**config.mk**
```make
export PLATFORM = sky130hd
export DESIGN_NAME = fc_layer_sequencer
export DESIGN_NICKNAME = d
export VERILOG_FILES = /design/src/rtl/fc_seq_pkg.sv /design/src/rtl/fc_argmax_seq.sv /design/src/rtl/fc_layer_sequencer.sv
export SDC_FILE = /design/constraint.sdc
export NUM_CORES = 1
export LEC_CHECK = 0
export CORE_AREA = 2 2 135 137
export CTS_CLUSTER_DIAMETER = 120
export DETAILED_ROUTE_END_ITERATION = 7
export DIE_AREA = 0 0 137 139
export DONT_BUFFER_PORTS = 1
export PLACE_DENSITY = 0.63
export SLEW_MARGIN = 20
export SYNTH_ARGS = -nofsm -noshare
export SYNTH_HDL_FRONTEND = slang
export SYNTH_HIERARCHICAL = 1
export SYNTH_SLANG_ARGS = --single-unit
```
**constraint.sdc**
```tcl
create_clock -name clk -period 7.2 [get_ports clk]
set_input_delay 0.72 -clock clk [delete_from_list [all_inputs] [get_ports clk]]
set_output_delay 0.72 -clock clk [all_outputs]
set_load 0.05 [all_outputs]
```
**src/rtl/fc_seq_pkg.sv**
```systemverilog
// Shared types and compile-time helpers for the fully-connected layer sequencer.
// Node counts are packed 16 bits per entry, entry 0 in the LSBs.
package fc_seq_pkg;

  typedef enum logic [2:0] {
    S_IDLE,
    S_CLEAR,
    S_ACCUM,
    S_SETTLE,
    S_RELU,
    S_ARGMAX,
    S_DONE
  } state_t;

  localparam int MAX_LAYERS = 8;
  localparam int PACK_W     = 16 * (MAX_LAYERS + 1);

  localparam logic [79:0] DEFAULT_LAYER_NODES =
    {16'd10, 16'd84, 16'd120, 16'd120, 16'd288};

  function automatic logic [15:0] node_count(input logic [PACK_W-1:0] nodes, input int i);
    return nodes[16*i +: 16];
  endfunction

  // Cycles from the start-sampling edge to the done pulse, counting CLEAR as cycle 1.
  function automatic int latency(input logic [PACK_W-1:0] nodes, input int num_layers);
    int t;
    t = 0;
    for (int l = 0; l < num_layers; l++) t += int'(node_count(nodes, l)) + 2;
    return t + (num_layers - 1) + int'(node_count(nodes, num_layers)) + 1;
  endfunction

endpackage

```
**src/rtl/fc_argmax_seq.sv**
```systemverilog
// Sequential signed argmax: one candidate per step, strict-greater replacement so
// ties keep the earliest index. clear with step loads the first candidate unconditionally.
module fc_argmax_seq #(
  parameter int DATA_WIDTH  = 32,
  parameter int CLASS_WIDTH = 4
) (
  input  logic                          clk,
  input  logic                          reset,
  input  logic                          clear,
  input  logic                          step,
  input  logic signed [DATA_WIDTH-1:0]  value,
  input  logic        [CLASS_WIDTH-1:0] index,
  output logic        [CLASS_WIDTH-1:0] best_idx,
  output logic signed [DATA_WIDTH-1:0]  best_val
);

  logic take;

  assign take = step && (clear || (value > best_val));

  always_ff @(posedge clk or posedge reset) begin
    if (reset) begin
      best_idx <= '0;
    end else if (take) begin
      best_idx <= index;
    end
  end

  // Data register: only meaningful after a clear, so it carries no reset.
  always_ff @(posedge clk) begin
    if (take) best_val <= value;
  end

endmodule

```
**src/rtl/fc_layer_sequencer.sv**
```systemverilog
// Controller for an N-layer FC classifier: shared address counter, layer/ReLU control,
// start/busy/done handshake, abort and a sequential argmax over the final logits.
// Define FC_SEQ_PERF_EN to add the cycle_count/run_count performance counters.
module fc_layer_sequencer
  import fc_seq_pkg::*;
#(
  parameter int                           DATA_WIDTH  = 32,
  parameter int                           NUM_LAYERS  = 4,
  parameter logic [16*(NUM_LAYERS+1)-1:0] LAYER_NODES = DEFAULT_LAYER_NODES,
  parameter int                           ADDR_WIDTH  = 11,
  parameter int                           OUT_NODES   = int'(LAYER_NODES[16*NUM_LAYERS +: 16]),
  parameter int                           CLASS_WIDTH = (OUT_NODES > 1) ? $clog2(OUT_NODES) : 1,
  parameter int                           LSEL_WIDTH  = $clog2(NUM_LAYERS) + 1
) (
  input  logic                            clk,
  input  logic                            reset,
  input  logic                            start,
  input  logic                            abort,
  input  logic [DATA_WIDTH*OUT_NODES-1:0] logits,
  output logic                            busy,
  output logic                            done,
  output logic [LSEL_WIDTH-1:0]           layer_sel,
  output logic [ADDR_WIDTH-1:0]           address,
  output logic                            layer_rst,
  output logic                            relu_rst,
  output logic                            relu_en,
  output logic [CLASS_WIDTH-1:0]          class_idx,
  output logic                            class_valid
`ifdef FC_SEQ_PERF_EN
  ,
  output logic [31:0]                     cycle_count,
  output logic [15:0]                     run_count
`endif
);

  localparam logic [PACK_W-1:0]      NODES_EXT  = PACK_W'(LAYER_NODES);
  localparam logic [LSEL_WIDTH-1:0]  LAST_LAYER = LSEL_WIDTH'(NUM_LAYERS - 1);
  localparam logic [CLASS_WIDTH-1:0] LAST_CLASS = CLASS_WIDTH'(OUT_NODES - 1);

  state_t                         state, state_next;
  logic        [LSEL_WIDTH-1:0]   layer_sel_next;
  logic        [ADDR_WIDTH-1:0]   address_next;
  logic        [ADDR_WIDTH-1:0]   layer_len;
  logic        [CLASS_WIDTH-1:0]  scan_idx, scan_next;
  logic        [CLASS_WIDTH-1:0]  best_idx;
  logic signed [DATA_WIDTH-1:0]   best_val;
  logic signed [DATA_WIDTH-1:0]   scan_val;
  logic                           start_take, abort_take;
  logic                           scan_first, scan_step, scan_last;

  assign layer_len  = ADDR_WIDTH'(node_count(NODES_EXT, int'(layer_sel)));
  assign start_take = (state == S_IDLE) && start && !abort;
  assign abort_take = (state != S_IDLE) && abort;
  assign scan_val   = logits[int'(scan_idx)*DATA_WIDTH +: DATA_WIDTH];
  assign scan_step  = (state == S_ARGMAX) && !abort_take;
  assign scan_first = scan_step && (scan_idx == '0);
  assign scan_last  = scan_step && (scan_idx == LAST_CLASS);

  always_comb begin
    state_next     = state;
    layer_sel_next = layer_sel;
    address_next   = address;
    scan_next      = scan_idx;
    if (abort_take) begin
      state_next   = S_IDLE;
      address_next = '0;
      scan_next    = '0;
    end else begin
      unique case (state)
        S_IDLE: begin
          if (start_take) begin
            state_next     = S_CLEAR;
            layer_sel_next = '0;
            address_next   = '0;
          end
        end
        S_CLEAR: begin
          state_next   = S_ACCUM;
          address_next = '0;
        end
        S_ACCUM: begin
          // Park the address at N in SETTLE so no accumulator sees a fresh term.
          if (address == layer_len - ADDR_WIDTH'(1)) begin
            state_next   = S_SETTLE;
            address_next = layer_len;
          end else begin
            address_next = address + ADDR_WIDTH'(1);
          end
        end
        S_SETTLE: begin
          if (layer_sel < LAST_LAYER) begin
            state_next = S_RELU;
          end else begin
            state_next = S_ARGMAX;
            scan_next  = '0;
          end
        end
        S_RELU: begin
          state_next     = S_CLEAR;
          layer_sel_next = layer_sel + LSEL_WIDTH'(1);
          address_next   = '0;
        end
        S_ARGMAX: begin
          if (scan_idx == LAST_CLASS) state_next = S_DONE;
          else                        scan_next  = scan_idx + CLASS_WIDTH'(1);
        end
        S_DONE: begin
          state_next   = S_IDLE;
          address_next = '0;
          scan_next    = '0;
        end
        default: state_next = S_IDLE;
      endcase
    end
  end

  // Outputs are registered from the next-state values so they line up with the state.
  always_ff @(posedge clk or posedge reset) begin
    if (reset) begin
      state       <= S_IDLE;
      layer_sel   <= '0;
      address     <= '0;
      scan_idx    <= '0;
      busy        <= 1'b0;
      done        <= 1'b0;
      layer_rst   <= 1'b1;
      relu_rst    <= 1'b1;
      relu_en     <= 1'b0;
      class_idx   <= '0;
      class_valid <= 1'b0;
    end else begin
      state     <= state_next;
      layer_sel <= layer_sel_next;
      address   <= address_next;
      scan_idx  <= scan_next;
      busy      <= (state_next != S_IDLE);
      done      <= (state_next == S_DONE);
      relu_en   <= (state_next == S_RELU);
      layer_rst <= abort_take || (state_next == S_CLEAR);
      relu_rst  <= abort_take || ((state_next == S_CLEAR) && (layer_sel_next == '0));
      if (scan_last) begin
        class_idx <= (scan_first || (scan_val > best_val)) ? scan_idx : best_idx;
      end
      if (start_take || abort_take) class_valid <= 1'b0;
      else if (state_next == S_DONE) class_valid <= 1'b1;
    end
  end

  fc_argmax_seq #(
    .DATA_WIDTH (DATA_WIDTH),
    .CLASS_WIDTH(CLASS_WIDTH)
  ) u_argmax (
    .clk     (clk),
    .reset   (reset),
    .clear   (scan_first),
    .step    (scan_step),
    .value   (scan_val),
    .index   (scan_idx),
    .best_idx(best_idx),
    .best_val(best_val)
  );

`ifdef FC_SEQ_PERF_EN
  function automatic logic [31:0] sat_inc32(input logic [31:0] v);
    return (v == 32'hFFFF_FFFF) ? v : v + 32'd1;
  endfunction

  // cycle_count equals the number of busy cycles so far, including the current one.
  always_ff @(posedge clk or posedge reset) begin
    if (reset) begin
      cycle_count <= '0;
      run_count   <= '0;
    end else begin
      if (start_take) cycle_count <= 32'd1;
      else if ((state != S_IDLE) && (state_next != S_IDLE)) cycle_count <= sat_inc32(cycle_count);
      if (state_next == S_DONE) run_count <= run_count + 16'd1;
    end
  end
`endif

endmodule

```
==> out/results.txt <==
Worst path top cell family by delay: buffers and inverters
commonest cells in the synthesized netlist: inv_1, ha_1, nand2_1
# fillers: 1649
Slew HR: 38.8%
Reg power frac: 40.6%
Startpoint Class: register
DR vias/cell: 6.38
Yosys Instances: 748
cts bufs inserted: 9
drt total wl: 25.4 mm
max reg flops: 32
Inverters: 82
Int Power: 0.000763 W
DP Cell Count: 932
Pre-antenna DRT Iters: 5
Routed wire per std cell: 26.6 µm
CTS tree: yes
Power Sequential: 0.000430 W
Distinct cells, synth: 72
minimum clock period: 5.22 ns
Mapped Cells: 748
total power: 0.00106 W
first-pass GRT wire length: 37.0 mm
Worst R2R Setup Slack: 1.98 ns
top_reg_cell synth: dfrtp_1
Mux cell area share: 25.7%
FMAX: 191 MHz
Max power group: the clock network
Worst Reg2Reg Path Length in Cells: 11
crit path to: u_argmax/best_val[15]
clock network area share: 3.76%
Comb power frac: 18.0%
FF-to-FF Start: scan_idx[0]
Leading cell kind: multi-input combinational cells
fraction of layout cells with a size suffix above 1: 20.2%
GRT met1 Usage: 33.9%
Hold Vio Cnt, Final: 0
XORs/XNORs by Area: 0.951%
Top Layout Cells: inv_1, ha_1, nand2_1
NonClk Buf Share: 0.832%
antenna cells: 8
met1 wire length: 9.92 mm
fin cells: 956
CP Class: register to register
CP Max Fanout: 54
DP Worst Slack: 1.94 ns
crit path DAT: 5.26 ns
combinational share of cell area: 63.9%
critical path, cell by cell: buf_12 -> mux4_2 -> a221oi_1 -> a21oi_1 -> ha_1 -> nand4_2 -> a2111o_1 -> a31oi_1 -> o211ai_2 -> inv_1 -> buf_4
Comb gates: 547
GRT Util Overall: 26.5%
Registers, synthesis: 67
Critical-path top delay cell: dfrtp_4
Min Hold Slack: 0.151 ns
Switching Share: 27.9%
maxcap violations: 0
status: complete, no violations
Simple-Gate Area Share: 13.0%
PostCTS Resize Cnt: 0
gr ovfl total: 0
yosys aoi share: 15.9%
largest net degree at the start of global routing: 66
Critical Path Source: scan_idx[0]
nets: 1111
worst hold path class: primary input to asynchronous set/reset pin
Fig. 1: clock nets
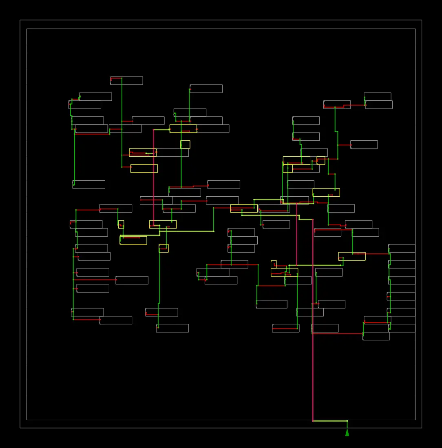
P_clk: 0.000438 W
# clk buffers: 10
Clock Sink Count: 67
Clock Latency Late Sink: 0.34 ns
Clock Skews: 0.0108 ns

Fig. 2: sizing map
The bar under the picture is 50 µm long.
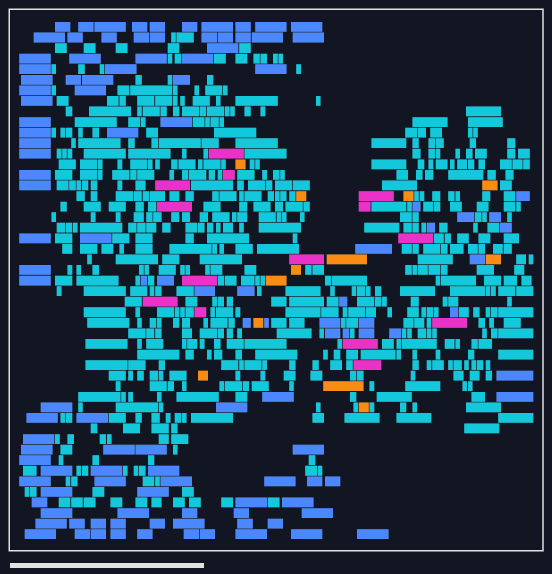
blue -> drive 2  # cells 119, share 17%
orange -> drive 3 to 4  # cells 12, share 1.7%
cyan -> drive 1 or less  # cells 574, share 80%
magenta -> drive 6 and up  # cells 14, share 1.9%
P&R area growth vs syn: 6.22%
fin area: 7820 µm²
worst setup slack after layout: 1.98 ns
buffers outside the clock class: 7

Fig. 3: nets reached from selected ports
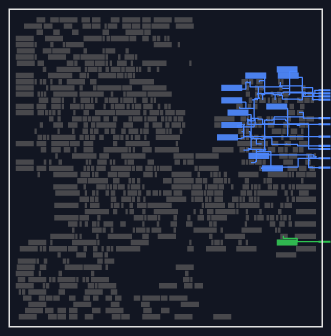
blue -> address  # bits 11, direction output, edge right, end cells 11, buffers 0, wire 580 µm
green -> class_valid  # bits 1, direction output, edge right, end cells 1, buffers 0, wire 18.9 µm
IO Port Bufs: 0
Top Ports: 348

Power and IR drop assume default switching activity.
